**Run 1: met1 routing**

Scale: 4 px per µm. Supply wires on this layer in grey.
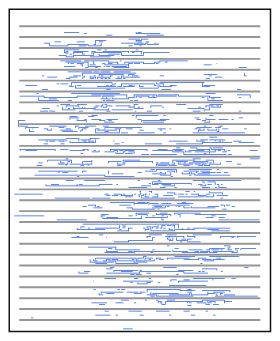
**Run 1: metal 2**

Scale: 3 px per µm.
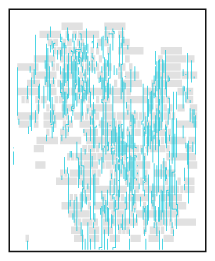
**Run 1: the metal 3 layer**

Scale: 4 px per µm.
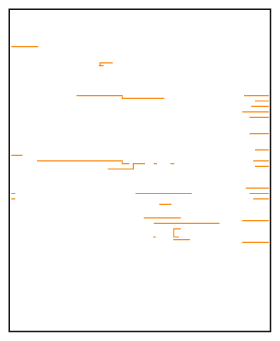
--- config.mk ---
export PLATFORM = sky130hd
export DESIGN_NAME = bcd_seg_scan
export DESIGN_NICKNAME = d
export VERILOG_FILES = /design/src/rtl/bcd_seg_scan.sv
export SDC_FILE = /design/constraint.sdc
export NUM_CORES = 1
export LEC_CHECK = 0
export ABC_AREA = 1
export CORE_ASPECT_RATIO = 1.25
export CORE_MARGIN = 2
export CORE_UTILIZATION = 45
export DETAILED_ROUTE_END_ITERATION = 10
export PLACE_DENSITY = 0.79
export SYNTH_ARGS = -nofsm -noshare
export SYNTH_HDL_FRONTEND = slang
export SYNTH_SLANG_ARGS = --single-unit
--- constraint.sdc ---
create_clock -name clk -period 2 [get_ports clk]
set_input_delay 0.2 -clock clk [delete_from_list [all_inputs] [get_ports clk]]
set_output_delay 0.2 -clock clk [all_outputs]
set_load 0.1 [all_outputs]
--- src/rtl/bcd_seg_scan.sv ---
// Four-digit multiplexed seven-segment driver: captures BCD digits, scans one
// digit slot per REFRESH_DIV clocks, with optional leading-zero blanking.
module bcd_seg_scan #(
    parameter int unsigned REFRESH_DIV = 50000
) (
    input  logic       clk,
    input  logic       rst,
    input  logic       load,
    input  logic [3:0] ones,
    input  logic [3:0] tens,
    input  logic [3:0] hundreds,
    input  logic [3:0] thousands,
    input  logic       blank_lz,
    output logic [3:0] an,
    output logic [6:0] seg,
    output logic       dp
);

    localparam int unsigned CNT_W = (REFRESH_DIV > 1) ? $clog2(REFRESH_DIV) : 1;
    localparam logic [CNT_W-1:0] CNT_LAST = CNT_W'(REFRESH_DIV - 1);
    localparam logic [6:0] SEG_OFF  = 7'b1111111;
    localparam logic [6:0] SEG_DASH = 7'b0111111;

    logic [CNT_W-1:0] cnt;
    logic [1:0]       slot;
    logic [3:0]       d_ones, d_tens, d_hund, d_thou;

    logic [3:0]       digit;
    logic             blank;
    logic [3:0]       an_nxt;
    logic [6:0]       seg_nxt;

    assign dp = 1'b1;

    // Select the digit for the current slot and decide whether it is a leading zero.
    always_comb begin
        digit = d_ones;
        blank = 1'b0;
        case (slot)
            2'd0: begin
                digit = d_ones;
                blank = 1'b0;
            end
            2'd1: begin
                digit = d_tens;
                blank = blank_lz && (d_thou == 4'd0) && (d_hund == 4'd0) && (d_tens == 4'd0);
            end
            2'd2: begin
                digit = d_hund;
                blank = blank_lz && (d_thou == 4'd0) && (d_hund == 4'd0);
            end
            default: begin
                digit = d_thou;
                blank = blank_lz && (d_thou == 4'd0);
            end
        endcase
    end

    // Active-low {g,f,e,d,c,b,a} decode; non-BCD values render as a dash.
    always_comb begin
        seg_nxt = SEG_DASH;
        an_nxt  = ~(4'b0001 << slot);
        case (digit)
            4'd0:    seg_nxt = 7'b1000000;
            4'd1:    seg_nxt = 7'b1111001;
            4'd2:    seg_nxt = 7'b0100100;
            4'd3:    seg_nxt = 7'b0110000;
            4'd4:    seg_nxt = 7'b0011001;
            4'd5:    seg_nxt = 7'b0010010;
            4'd6:    seg_nxt = 7'b0000010;
            4'd7:    seg_nxt = 7'b1111000;
            4'd8:    seg_nxt = 7'b0000000;
            4'd9:    seg_nxt = 7'b0010000;
            default: seg_nxt = SEG_DASH;
        endcase
        if (blank) begin
            seg_nxt = SEG_OFF;
            an_nxt  = 4'b1111;
        end
    end

    always_ff @(posedge clk) begin
        if (rst) begin
            cnt    <= '0;
            slot   <= 2'd0;
            d_ones <= 4'd0;
            d_tens <= 4'd0;
            d_hund <= 4'd0;
            d_thou <= 4'd0;
            an     <= 4'b1111;
            seg    <= SEG_OFF;
        end else begin
            if (load) begin
                d_ones <= ones;
                d_tens <= tens;
                d_hund <= hundreds;
                d_thou <= thousands;
            end
            if (cnt == CNT_LAST) begin
                cnt  <= '0;
                slot <= slot + 2'd1;
            end else begin
                cnt <= cnt + CNT_W'(1);
            end
            an  <= an_nxt;
            seg <= seg_nxt;
        end
    end

endmodule
==> reports/metrics.yaml, run 1 <==
place_area_mm2: 0.00244
most_common_cell: "nand2_1"
rrSetupSlack_ps: 100
overflow: 0
grt_max_degree: 17
critPathRequiredTime_ps: 2180
ys_cells: 290
fin_nets: 355
num_antenna_cells: 0
fin_util_pct: 57.5
ant_nets: 0
hold_viol: 0
top_cell_area_share_pct: 43.1
grt_usage_pct: 18.6
power.total_uw: 1890
slew_headroom_pct: 63.5
synth_area_leader_cell: "dfxtp_1"
die_h_um: 80.2
min_to: "cnt[0]$_SDFF_PP0_"
worst_pin_slew_ps: 543
drive_gt1_share_pct: 13.1
dp_hpwl_um: 3350
wl_per_cell_um: 11.8
irDropWorstVdd_mv: 0.609
layout_setup_ws_ps: 101
cp_top_family: "simple AND/OR/NAND/NOR gates"
ys_sh_adder_pct: 5.39
postCtsResizedCells: 0
clk_latency_ps: 300
postCtsSetupBuffers: 0
cts.sinks: 45
drt_iter0_markers: 84
maxCapViolCount: 0
final_area_mm2: 0.00254
clockBufferDepth: 2
critPathMaxStageDelay_ps: 370
syn_area_mm2: 0.00209
globalplace.congestion: 0.833
min_period_ps: 1900
tritoncts: "done"
skew_ps: 8.05
ff_type: "dfxtp_1"
root_buffer: "clkbuf_8"
status: "finished, final reports clean"
r2r_end: "seg[5]$_SDFF_PP1_"
r2r_start: "slot[0]$_SDFFE_PP0P_"
setup_viol: 0
setup_tns_ps: 0
synthXorXnorAreaFrac_pct: 1.26
Back to the opening pictures, 'met1 routing':
wire length on this layer: 1,970 µm
longest straight run: 17.5 µm
main direction: horizontal
share of all routed wire: 43%

Back to the opening pictures, 'metal 2':
wire length on this layer: 2,300 µm
main direction: vertical
longest straight run: 43.9 µm
share of all routed wire: 51%

Back to the opening pictures, 'the metal 3 layer':
nets with wire on the layer: 26
longest straight run: 21.2 µm
main direction: horizontal

## run 1: where the power goes
| part | total (µW) | leakage (µW) | switching (µW) | internal, µW |
|---|---|---|---|---|
| Clock | 608 | 0.0000542 | 296 | 312 |
| Combinational | 321 | 0.000633 | 222 | 99.3 |
| Sequential | 964 | 0.000371 | 24.7 | 939 |
| Total | 1890 | 0.00106 | 543 | 1350 |
## run 1: area by class of cell
cell class	instances	share of cell area [%]
clock buffers	7	3.79
flip-flops and latches	45	35.5
repair buffers	34	11.9
inverters	33	4.87
clock inverters	1	0.197
multi-input cells	207	40.9
well taps	58	2.85
## run 1: layout by cell type (no fill, tap or decap), drive strengths merged
| cell type | synthesis | final |
|---|---|---|
| clkinv | 1 | 2 |
| nor2 | 52 | 52 |
| nand4 | 6 | 6 |
| nor3 | 5 | 5 |
| dfxtp | 45 | 45 |
| nor4 | 1 | 1 |
| nand3 | 17 | 17 |
| clkbuf | 3 | 7 |
| nand2 | 67 | 67 |
| inv | 32 | 32 |
| o21ai | 27 | 27 |
| buf | 2 | 15 |
| or2 | 3 | 3 |
| conb | 1 | 1 |
| xor2 | 3 | 3 |
| a21oi | 16 | 16 |
| ha | 9 | 9 |
| clkdlybuf4s50 | 0 | 19 |
## run 1: routing by layer
metal | track usage [%] | up-vias | part of all wire (%)
met5 | 0 | - | 0
met4 | 6.17 | 0 | 2.1
met3 | 4.34 | 9 | 4.1
met2 | 34.3 | 38 | 51
met1 | 20.7 | 885 | 43
li1 | - | 989 | -
## run 1: state kept, by name, summed over array words and instances, names as in the netlist
name / cells
d_hund: 4
slot: 2
d_thou: 4
seg: 7
d_ones: 4
cnt: 16
an: 4
d_tens: 4
--- run 2 (diff from run 1) ---
GPL_ROUTABILITY_DRIVEN = 0   (was not set)
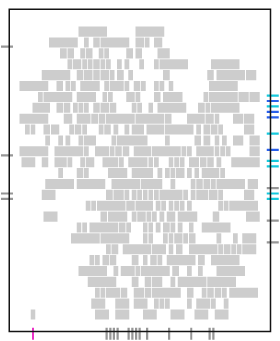
**Above:** run 2 (ports around the boundary).
Scale: 4 px per µm. Pins as bars across the die edge, other pins in grey.
legend:
  cyan:
    port: seg
    pins: 7
    direction: output
    edge: right
  blue:
    port: an
    pins: 4
    direction: output
    edge: right
  magenta:
    port: dp
    pins: 1
    direction: output
    edge: bottom
all pins by edge: 14 right, 14 bottom, 4 left

==> reports/metrics.yaml, run 2 <==
hold_viol: 0  # unchanged
postCtsResizedCells: 0  # unchanged
regMostFlops: "cnt"  # unchanged
fin_util_pct: 57.5  # unchanged
die_width_um: 65.0  # unchanged
sw_frac_of_total_pct: 28.7  # unchanged
p_comb_uw: 321  # about the same
grt_max_degree: 17  # unchanged
layout_top_cell: "nand2_1"  # unchanged
min_period_ps: 1900  # unchanged
worstPathArrival_ps: 2080  # about the same
synth_area_leader_cell: "dfxtp_1"  # unchanged
seq_power_uw: 964  # about the same
final_area_mm2: 0.00254  # unchanged
tritoncts: "done"  # unchanged
clockBufferDepth: 2  # unchanged
crit_chain: "inv_1 > ha_1 > nand2_1 > nand2_1 > o21ai_4 > inv_1 > ha_1 > or2_1 > nand3_1 > nand2_1"  # unchanged
fin_nets: 355  # unchanged
synth-edff-count: 0  # unchanged
place_area_mm2: 0.00244  # unchanged
overflow: 0  # unchanged
avgSynthCellArea_um2: 7.21  # unchanged
wl_per_cell_um: 11.8  # unchanged
path_max_fanout: 5  # unchanged
worst_pin_slew_ps: 543  # unchanged
critPathMaxStageDelay_ps: 370  # about the same
slew_headroom_pct: 63.5  # unchanged
layout.cells.most_common_list: "64 x nand2_1, 47 x nor2_1, 44 x dfxtp_1"  # unchanged
antenna_found_initial: 0  # unchanged
ff_type: "dfxtp_1"  # unchanged
pwr-share-seq_pct: 50.9  # about the same
status: "finished, final reports clean"  # unchanged
clk_latency_ps: 300  # about the same
maxCapViolCount: 0  # unchanged
p_int_uw: 1350  # unchanged
common_cells: "64 x nand2_1, 47 x nor2_1, 45 x dfxtp_1, 29 x inv_1, 23 x o21ai_0"  # unchanged
worst_path_most_repeated_cell: "nand2_1"  # unchanged
skew_ps: 8.05  # unchanged
ant_nets: 0  # unchanged
power_leader: "sequential cells"  # unchanged
power.switching_uw: 543  # unchanged
dp.cells: 377  # unchanged
power_frac_comb_pct: 17.0  # about the same
power.total_uw: 1890  # unchanged
power_frac_clock_pct: 32.1  # about the same
postCtsSetupBuffers: 0  # unchanged
chipArea_mm2: 0.00521  # unchanged
cts.sinks: 45  # unchanged
num_antenna_cells: 0  # unchanged
die_h_um: 80.2  # unchanged
critPathRequiredTime_ps: 2180  # about the same
drive_gt1_share_pct: 13.1  # unchanged
most_common_cell: "nand2_1"  # unchanged
root_buffer: "clkbuf_8"  # unchanged
largest_reg_flops: 16  # unchanged
wl_um: 4560  # unchanged
ys_cells: 290  # unchanged
syn_area_mm2: 0.00209  # unchanged
setup_viol: 0  # unchanged
dp_hpwl_um: 3350  # unchanged
area_leaders: "dfxtp_1 43%, nand2_1 11%, nor2_1 8.4%"  # unchanged
irDropWorstVdd_mv: 0.609  # unchanged
top_cell_area_share_pct: 43.1  # unchanged
p_clk_uw: 608  # about the same
grt_usage_pct: 18.6  # unchanged
drt_iter0_markers: 84  # unchanged
top_regs: "cnt (16), seg (7)"  # unchanged
## run 2: logic make-up after synthesis
logic type | after synthesis | share of synthesized area (%)
DFF | 45 | 43.1
other | 1 | 0.179
and+or+nand+nor | 151 | 31.5
xor gates and xnor gates | 3 | 1.26
AOI/OAI and AO/OA | 43 | 11.2
buffers and inverters | 38 | 7.36
adders and majority gates | 9 | 5.39
## run 2: layer usage
metal	up-vias	global-route usage [%]	part of all wire [%]
li1	989	-	-
met1	885	20.7	43
met5	-	0	0
met4	0	6.17	2.1
met2	38	34.3	51
met3	9	4.34	4.1
## run 2: critical path, delay by kind of cell, from the launching register on
family / cells / cell delay [ps]
AND/OR/NAND/NOR: 5 / 570
AND-OR/OR-AND: 1 / 170
adder cells (fa/ha/maj): 2 / 460
flip-flops: 1 / 370
buffers and inverters: 2 / 200
## run 2: metrics by stage
stage / setup WS (ps) / setup TNS [ps] / hold WS, ps
final: 101 / 0 / 454
after global routing: -27.1 / -29.7 / 477
after CTS: 76.5 / 0 / 462
after detailed placement: 108 / 0 / 447
after global placement: 254 / 0 / 434
after floorplan: 227 / 0 / 276
## run 2: final timing paths
| path | start | end | slack [ps] | depth (start not counted) |
|---|---|---|---|---|
| max | slot[0]$_SDFFE_PP0P_ | seg[5]$_SDFF_PP1_ | 100 | 10 |
| min | cnt[0]$_SDFF_PP0_ | cnt[0]$_SDFF_PP0_ | 450 | 1 |
| max reg2reg | slot[0]$_SDFFE_PP0P_ | seg[5]$_SDFF_PP1_ | 100 | 10 |
| min reg2reg | cnt[0]$_SDFF_PP0_ | cnt[0]$_SDFF_PP0_ | 450 | 1 |
## run 2: cell type report
class                      instances  area share, %
clock inverter                     1          0.197
tap                               58           2.85
multi-input combinational        207           40.9
timing repair buffer              34           11.9
inverter                          33           4.87
clock buffer                       7           3.79
sequential                        45           35.5
--- run 3 (diff from run 2) ---
CORE_UTILIZATION = 52   (was 45)
PLACE_DENSITY = 0.88   (was 0.79)
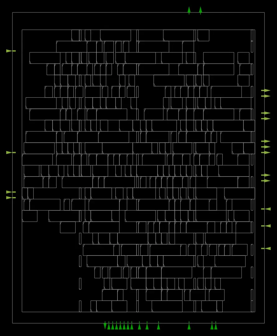
**Above:** run 3 (placement view).
Well-Tap Cells: 54
Core Region: 0.00382 mm²
Seq/total area: 35.4%
Flops: 45

==> reports/metrics.yaml, run 3 <==
power.switching_uw: 525  # was 543 µW
synth-edff-count: 0  # unchanged
drt_iter0_markers: 86  # was 84
place_ws_ps: 164  # was 108 ps
grt_max_degree: 17  # unchanged
min_period_ps: 1810  # was 1900 ps
top_regs: "cnt (16), seg (7)"  # unchanged
syn_area_mm2: 0.00209  # unchanged
cts.sinks: 45  # unchanged
regMostFlops: "cnt"  # unchanged
ant_nets: 0  # unchanged
hold_viol: 0  # unchanged
wl_per_cell_um: 11.3  # was 11.8 µm
power_frac_clock_pct: 31.6  # was 32.1%
ff_type: "dfxtp_1"  # unchanged
slew_headroom_pct: 64.7  # was 63.5%
die_width_um: 60.7  # was 65.0 µm
wl_um: 4310  # was 4560 µm
worstPathArrival_ps: 2000  # was 2080 ps
area_leaders: "dfxtp_1 43%, nand2_1 11%, nor2_1 8.4%"  # unchanged
place_area_mm2: 0.00243  # was 0.00244 mm²
power_frac_comb_pct: 17.1  # was 17.0%
whs_ps: 458  # was 454 ps
sw_frac_of_total_pct: 28.0  # was 28.7%
status: "finished, final reports clean"  # unchanged
die_h_um: 74.9  # was 80.2 µm
ys_cells: 290  # unchanged
worst_pin_slew_ps: 526  # was 543 ps
fin_nets: 356  # was 355
layout.cells.most_common_list: "64 x nand2_1, 47 x nor2_1, 45 x dfxtp_1"  # was 64 x nand2_1, 47 x nor2_1, 44 x dfxtp_1
largest_reg_flops: 16  # unchanged
clk_latency_ps: 290  # was 300 ps
antenna_found_initial: 0  # unchanged
tritoncts: "done"  # unchanged
setup_tns_ps: 0  # unchanged
-- run 3: final timing paths --
| check | start | endpoint | slack, ps | cells past startpoint |
|---|---|---|---|---|
| max reg2reg | slot[0]$_SDFFE_PP0P_ | seg[5]$_SDFF_PP1_ | 190 | 11 |
| max | slot[0]$_SDFFE_PP0P_ | seg[5]$_SDFF_PP1_ | 190 | 11 |
| min reg2reg | cnt[0]$_SDFF_PP0_ | cnt[0]$_SDFF_PP0_ | 460 | 1 |
| min | cnt[0]$_SDFF_PP0_ | cnt[0]$_SDFF_PP0_ | 460 | 1 |
-- run 3: what timing repair did --
item	CTS	global route
buffers inserted	0	1
hold endpoints to repair	0	0
setup endpoints to repair	0	4
resized	0	3
-- run 3: cells by family after synthesis --
family | count (synthesis) | synth area share, %
and+or+nand+nor | 151 | 31.5
DFF | 45 | 43.1
AOI/OAI and AO/OA | 43 | 11.2
buffers and inverters | 38 | 7.36
adders and majority gates | 9 | 5.39
xor gates and xnor gates | 3 | 1.26
other | 1 | 0.179
-- run 3: layout make-up --
class	count	share of cell area [%]
inverters	33	4.86
repair buffers	35	12.2
flip-flops and latches	45	35.4
multi-input cells	207	41.0
clock buffers	7	3.78
well taps	54	2.65
clock inverters	1	0.196
-- run 3: worst max-delay path, stage by stage (launching register included) --
cell and delay, ps:
dfxtp_1 400, inv_1 120, ha_2 230, nand2_1 70, nand2_1 40, nor2_1 120, nor2_2 60, buf_4 140
ha_1 170, or2_1 220, nand3_1 80, nand2_1 60
-- run 3: layer usage --
metal,up-vias,GRT usage [%],wire length (µm)
met5,-,0,0
met2,50,37.6,2180
met3,16,6.36,170
met4,0,10.9,132
li1,992,-,-
met1,845,22.6,1820
Power figures rest on the tool's default switching activity, not on a simulated workload.
